[config.mk]
export PLATFORM = sky130hd
export DESIGN_NAME = entities_line_renderer
export DESIGN_NICKNAME = d
export VERILOG_FILES = /design/src/rtl/entities_line_renderer.sv
export SDC_FILE = /design/constraint.sdc
export NUM_CORES = 1
export LEC_CHECK = 0
export CORE_MARGIN = 4
export CORE_UTILIZATION = 50
export CTS_BUF_LIST = sky130_fd_sc_hd__clkbuf_8
export DETAILED_ROUTE_END_ITERATION = 8
export MAX_ROUTING_LAYER = met4
export PLACE_DENSITY = 0.7
export SLEW_MARGIN = 20
export SYNTH_ARGS = -nofsm -noshare
export SYNTH_HDL_FRONTEND = slang
export SYNTH_SLANG_ARGS = --single-unit
[constraint.sdc]
create_clock -name clk -period 3.6 [get_ports clk]
set_clock_uncertainty 0.2 [all_clocks]
set_input_delay 0.72 -clock clk [delete_from_list [all_inputs] [get_ports clk]]
set_output_delay 0.72 -clock clk [all_outputs]
set_load 0.02 [all_outputs]
[src/rtl/entities_line_renderer.sv]
`default_nettype none
// ============================================================================
//  Module   : entities_line_renderer
//  Purpose  : Reads entity records from the entity memory once per line,
//             collects up to MAX_SLOTS entities that overlap the next line's y
//             into an "eval" slot set, and paints sprite hits for the current
//             line from the previously collected "active" slot set.
//  Ports    :
//    clk              system clock, rising edge
//    reset            asynchronous, active-high
//    line_start       1-cycle pulse: swap slot sets, start evaluating next_line_y
//    next_line_y      line to evaluate (sampled with line_start)
//    entities_number  number of valid records (sampled with line_start)
//    address_read_ent entity memory read address
//    data_read_ent    record {type[20:18], y[17:9], x[8:0]}, one cycle after address
//    pixel_x          current pixel column
//    pixel_hit        registered: an active entity covers pixel_x
//    pixel_type       registered: type of the top-most covering entity
//    overflow         active set dropped entities
//    eval_busy        evaluation in progress
//    eval_late        1-cycle pulse: line_start arrived during an evaluation
//  Revision : 1.0  initial release
// ============================================================================
module entities_line_renderer #(
    parameter int MAX_SLOTS = 8,
    parameter int ENT_SIZE  = 48
) (
    input  logic        clk,
    input  logic        reset,
    input  logic        line_start,
    input  logic [8:0]  next_line_y,
    input  logic [7:0]  entities_number,
    output logic [7:0]  address_read_ent,
    input  logic [20:0] data_read_ent,
    input  logic [8:0]  pixel_x,
    output logic        pixel_hit,
    output logic [2:0]  pixel_type,
    output logic        overflow,
    output logic        eval_busy,
    output logic        eval_late
);

    localparam int                 c_CNT_W   = $clog2(MAX_SLOTS + 1);
    localparam logic [c_CNT_W-1:0] c_MAX_CNT = c_CNT_W'(MAX_SLOTS);
    localparam logic [9:0]         c_SIZE    = 10'(ENT_SIZE);

    localparam logic [0:0] c_IDLE  = 1'b0;
    localparam logic [0:0] c_FETCH = 1'b1;

    logic [0:0]         r_state;
    logic [0:0]         w_next_state;
    logic               w_busy;

    logic [7:0]         r_addr;
    logic [7:0]         r_idx;      // index of the record currently on data_read_ent
    logic               r_vld;      // data_read_ent holds a record for r_idx
    logic [7:0]         r_num;
    logic [8:0]         r_line_y;

    logic [c_CNT_W-1:0] r_eval_cnt;
    logic               r_eval_ovf;
    logic [8:0]         r_eval_x [MAX_SLOTS];
    logic [2:0]         r_eval_t [MAX_SLOTS];

    logic [c_CNT_W-1:0] r_act_cnt;
    logic               r_act_ovf;
    logic [8:0]         r_act_x  [MAX_SLOTS];
    logic [2:0]         r_act_t  [MAX_SLOTS];

    logic               r_pixel_hit;
    logic [2:0]         r_pixel_type;
    logic               r_late;

    logic [9:0]         w_rec_y;
    logic [9:0]         w_line_y;
    logic               w_match;
    logic               w_last;
    logic               w_hit;
    logic [2:0]         w_type;

    // Range tests are done in 10 bits so y+ENT_SIZE never wraps past 511.
    assign w_rec_y  = {1'b0, data_read_ent[17:9]};
    assign w_line_y = {1'b0, r_line_y};
    assign w_match  = w_busy && r_vld && (w_rec_y <= w_line_y) && (w_line_y < w_rec_y + c_SIZE);
    assign w_last   = w_busy && r_vld && (r_idx == r_num - 8'd1);

    // ---------------- FSM: state register ----------------
    always_ff @(posedge clk or posedge reset) begin
        if (reset) begin
            r_state <= c_IDLE;
        end else begin
            r_state <= w_next_state;
        end
    end

    // ---------------- FSM: next state ----------------
    always_comb begin
        w_next_state = r_state;
        case (r_state)
            c_IDLE: begin
                if (line_start && entities_number != 8'd0) begin
                    w_next_state = c_FETCH;
                end
            end
            c_FETCH: begin
                if (line_start) begin
                    w_next_state = (entities_number != 8'd0) ? c_FETCH : c_IDLE;
                end else if (w_last) begin
                    w_next_state = c_IDLE;
                end
            end
            default: w_next_state = c_IDLE;
        endcase
    end

    // ---------------- FSM: outputs ----------------
    always_comb begin
        w_busy = (r_state == c_FETCH);
    end

    // ---------------- fetch / evaluation control ----------------
    always_ff @(posedge clk or posedge reset) begin
        if (reset) begin
            r_addr     <= 8'd0;
            r_idx      <= 8'd0;
            r_vld      <= 1'b0;
            r_num      <= 8'd0;
            r_line_y   <= 9'd0;
            r_eval_cnt <= '0;
            r_eval_ovf <= 1'b0;
            r_act_cnt  <= '0;
            r_act_ovf  <= 1'b0;
        end else if (line_start) begin
            // An aborted evaluation must not be displayed: hand over an empty set.
            if (w_busy) begin
                r_act_cnt <= '0;
                r_act_ovf <= 1'b0;
            end else begin
                r_act_cnt <= r_eval_cnt;
                r_act_ovf <= r_eval_ovf;
            end
            r_eval_cnt <= '0;
            r_eval_ovf <= 1'b0;
            r_line_y   <= next_line_y;
            r_num      <= entities_number;
            r_addr     <= 8'd0;
            r_idx      <= 8'd0;
            r_vld      <= 1'b0;
        end else if (w_busy) begin
            r_vld <= 1'b1;
            r_idx <= r_addr;
            if (r_addr != r_num - 8'd1) begin
                r_addr <= r_addr + 8'd1;
            end
            if (w_match) begin
                if (r_eval_cnt < c_MAX_CNT) begin
                    r_eval_cnt <= r_eval_cnt + c_CNT_W'(1);
                end else begin
                    r_eval_ovf <= 1'b1;
                end
            end
        end
    end

    // Slot payloads need no reset: the counts decide which slots are valid.
    generate
        for (genvar s = 0; s < MAX_SLOTS; s++) begin : g_slot
            always_ff @(posedge clk) begin
                if (line_start) begin
                    r_act_x[s] <= r_eval_x[s];
                    r_act_t[s] <= r_eval_t[s];
                end else if (w_match && (r_eval_cnt == c_CNT_W'(s))) begin
                    r_eval_x[s] <= data_read_ent[8:0];
                    r_eval_t[s] <= data_read_ent[20:18];
                end
            end
        end
    endgenerate

    // ---------------- pixel stage ----------------
    // Later slots hold higher entity indices and are painted on top.
    always_comb begin
        w_hit  = 1'b0;
        w_type = 3'd0;
        for (int s = 0; s < MAX_SLOTS; s++) begin
            if ((c_CNT_W'(s) < r_act_cnt) &&
                ({1'b0, r_act_x[s]} <= {1'b0, pixel_x}) &&
                ({1'b0, pixel_x} < {1'b0, r_act_x[s]} + c_SIZE)) begin
                w_hit  = 1'b1;
                w_type = r_act_t[s];
            end
        end
    end

    always_ff @(posedge clk or posedge reset) begin
        if (reset) begin
            r_pixel_hit  <= 1'b0;
            r_pixel_type <= 3'd0;
            r_late       <= 1'b0;
        end else begin
            r_pixel_hit  <= w_hit;
            r_pixel_type <= w_type;
            r_late       <= line_start && w_busy;
        end
    end

    assign address_read_ent = r_addr;
    assign pixel_hit        = r_pixel_hit;
    assign pixel_type       = r_pixel_type;
    assign overflow         = r_act_ovf;
    assign eval_busy        = w_busy;
    assign eval_late        = r_late;

endmodule
`default_nettype wire

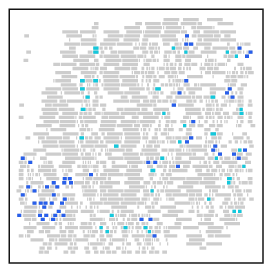
Figure 1: logic cells by family.
Drawn at 1.5 px/µm.
family	color	cells
xor and xnor cells	blue	56
non-inverting ao/oa cells	cyan	38
most instantiated logic cell after routing: edfxtp_1
Comb area share: 35.3%
post-route insts no fill: 1564

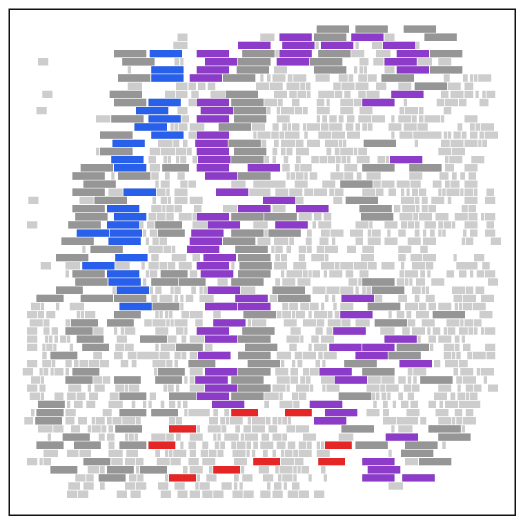
Figure 2: sequential cells grouped by signal name.
Drawn at 3 px/µm. Other sequential cells in the stronger gray, the rest of the logic in the fainter gray.
name in the netlist	color	sequential cells
r_line_y	red	9
r_act_t	blue	24
r_eval_x	purple	72
not colored	137
Seq area share: 45.7%
flip-flop and latch area: 7020 µm²
Sequential Power: 0.00315 W
Util after Layout: 60.9%

==> out/metrics.yaml <==
run_status:
  status: "finished clean"
final_timing:
  fin_crit_sh_pct: 94.0
  hold_viol: 0
  setup_violations: 0
  max_freq_mhz: 296
  min_period_ns: 3.38
  rsz0062_at_grt: "no"
  worstMarginPinSlew_ns: 0.802
  slew_headroom_pct: 46.6
  final_max_slew_viol_count: 0
  fin_hold_ws_ns: 0.206
die:
  die_h_um: 168
  fp-utilization_pct: 51.0
  row_count: 58
  dieWidth_um: 168
  core_area_um2: 25200
grt:
  met3_usage_pct: 3.85
  busiest_layer: "met2"
  grt_use_met1_pct: 28.4
  grt_usage_pct: 21.6
  antenna_found_initial: 0
  grt_max_degree: 167
  grt_pass1_wl_mm: 46.3
  grt_overflow: 0
  grtUsageMet2_pct: 34.4
  grt_pass1_vias: 8717
job:
  cap_violations: 0
  openroad.warnings: 77
routing:
  dr_total_vias: 8500
  drt_wl_total_mm: 29.3
  routedWlPerCell_um: 18.8
  viasPerCell: 5.43
  drtAntennaViolNets: 0
  drc: 0
  first_pass_iters: 5
  drt_iter0_markers: 671
yosys:
  synth-edff-count: 192
  syn_nets: 1256
  syn_area_um2: 12800
  ys_chip_area_um2: 12800
  ys_seq_share_pct: 54.7
  async_flop_share_pct: 20.7
  yosys.area.top_type: "edfxtp_1"
  yosys_cells: 1029
  yosysWarnings: 0
  ys_ff: 242
  synth_cells: 1029
  topCellsByArea: "edfxtp_1, ha_1, dfrtp_1, inv_1, xor2_1"
  synth_cell_type_count: 69
  avgSynthCellArea_um2: 12.5
pwr:
  swShare_pct: 24.3
  leakagePower_nw: 6.52
  cellInternalPower_w: 0.00464
  p_per_area_nw_per_um2: 399
  ir_drop_v: 0.000297
  seq_power_share_pct: 51.4
  switchingPower_w: 0.00149
clock_network:
  clock.latency.late_pin_ns: 0.52
  clk_pin_slew_ns: 0.06
  post_cts_buffers: 0
  cts_sinks: 242
  post_cts_resized: 0
  hold_buffers: 0
  clockBufferDepth: 3
  cts_tree: "built"
  cts_made_buffers: 39
worst_setup_path:
  cp.arrival_ns: 3.63
  worst_ep_required_time_ns: 3.85
  reg2reg_from: "r_act_x[1][13]$_DFFE_PP_"
  rr_worst_depth: 12
  reg2reg_slack_ns: 0.35
  start_kind: "input pin"
  path_max_fanout: 3
  reg2reg_to: "pixel_type[0]$_DFF_PP0_"
  path_class: "input pin to register"
place:
  io_buffer_count: 64
  place.gp.congestion: 0.940
  dp_hpwl_mm: 21.1
finish:
  layout_top_cells: "edfxtp_1, ha_1, inv_1"
  final_nets: 1434
  diodes: 0
  drive_gt1_share_pct: 14.2
worst_hold_path:
  worstHoldPathCells: 0
  min_to: "r_act_x[1][19]$_DFFE_PP_"
kinds of logic after synthesis:
kind of cell / after synthesis / share of synthesized area, %
mux: 17 / 1.38
compound gates: 194 / 10.6
flops: 242 / 54.7
simple gates: 224 / 8.73
xor+xnor: 56 / 3.82
fa+ha+maj: 177 / 17.3
buf+inv: 119 / 3.50
state kept, by name (all words and copies together) (netlist names), 4 cells and up:
name and count:
r_act_x 72, r_eval_x 72, r_act_t 24, r_eval_t 24, r_line_y 9, address_read_ent 8, r_idx 8, r_num 8
r_act_cnt 4, r_eval_cnt 4
area by class of cell:
cell class | count | area, µm²
clock buffers | 44 | 606
clock inverters | 24 | 124
fillers | 1991 | 9840
inverters | 104 | 390
multi-input cells | 668 | 5420
flip-flops and latches | 242 | 7020
well taps | 330 | 413
repair buffers | 152 | 1380
layer usage:
layer,vias up,routed length (µm)
met1,4044,12900
met2,234,13800
li1,4159,-
met4,0,883
met5,-,0
met3,63,1770
synth_stat cells (3+ instances only):
cell,number
ha_1,177
mux2i_1,11
a31oi_1,4
o21ai_0,47
nand4_1,15
o21ai_1,8
o211ai_1,6
o22ai_1,5
a211oi_1,11
o21a_1,10
nand2b_1,7
and3_1,4
mux2_2,6
xor2_1,31
a21oi_1,31
clkbuf_1,11
o31ai_1,3
or4_1,4
a22oi_1,5
edfxtp_1,192
dfrtp_1,50
nor2b_1,8
a21o_1,9
nor3_1,24
nand3b_1,7
o2111ai_1,11
a2111oi_0,5
nor4_1,12
inv_1,104
nor2_1,58
nand3_1,10
xnor2_1,25
o21bai_1,6
nand2_1,58
nor3b_1,3
a211o_1,4
critical path, stage by stage:
cell and delay [ns]:
clkdlybuf4s50_1 0.48, inv_1 0.12, ha_1 0.33, a21o_1 0.18, a21o_1 0.18, a221oi_2 0.40, o211ai_1 0.18, or3b_1 0.38
a311o_1 0.33, a31o_1 0.21, o21ai_2 0.11
worst max path at each step:
stage / from / end / cells after the start
after floorplan: data_read_ent[13] / r_eval_t[0][0]$_DFFE_PP_ / 12
after global placement: data_read_ent[13] / r_eval_x[0][7]$_DFFE_PP_ / 14
after detailed placement: data_read_ent[13] / r_eval_x[0][6]$_DFFE_PP_ / 14
after CTS: data_read_ent[13] / r_eval_x[0][5]$_DFFE_PP_ / 14
after global routing: pixel_x[2] / pixel_type[0]$_DFF_PP0_ / 13
final: pixel_x[6] / pixel_type[2]$_DFF_PP0_ / 11
through the flow:
step           worst slack [ns]  setup TNS, ns  instance area, µm²
2_1_floorplan            -0.116         -11.12               12900
3_3_place_gp             -0.276         -18.37               14600
3_5_place_dp             -0.284         -20.80               14600
4_1_cts                   0.265              0               15300
5_1_grt                  0.0584              0               15300
6_report                  0.217              0               15300
power groups by stage:
stage	Sequential (W)	Combinational [W]	Clock, W
after floorplan	0.00319	0.000444	0
after detailed placement	0.00320	0.000801	0
after CTS	0.00315	0.000806	0.00225
after global routing	0.00315	0.000899	0.00238
after global placement	0.00320	0.000787	0
final	0.00315	0.000801	0.00218
No activity file was given, so power comes from the tool's default toggle rates.
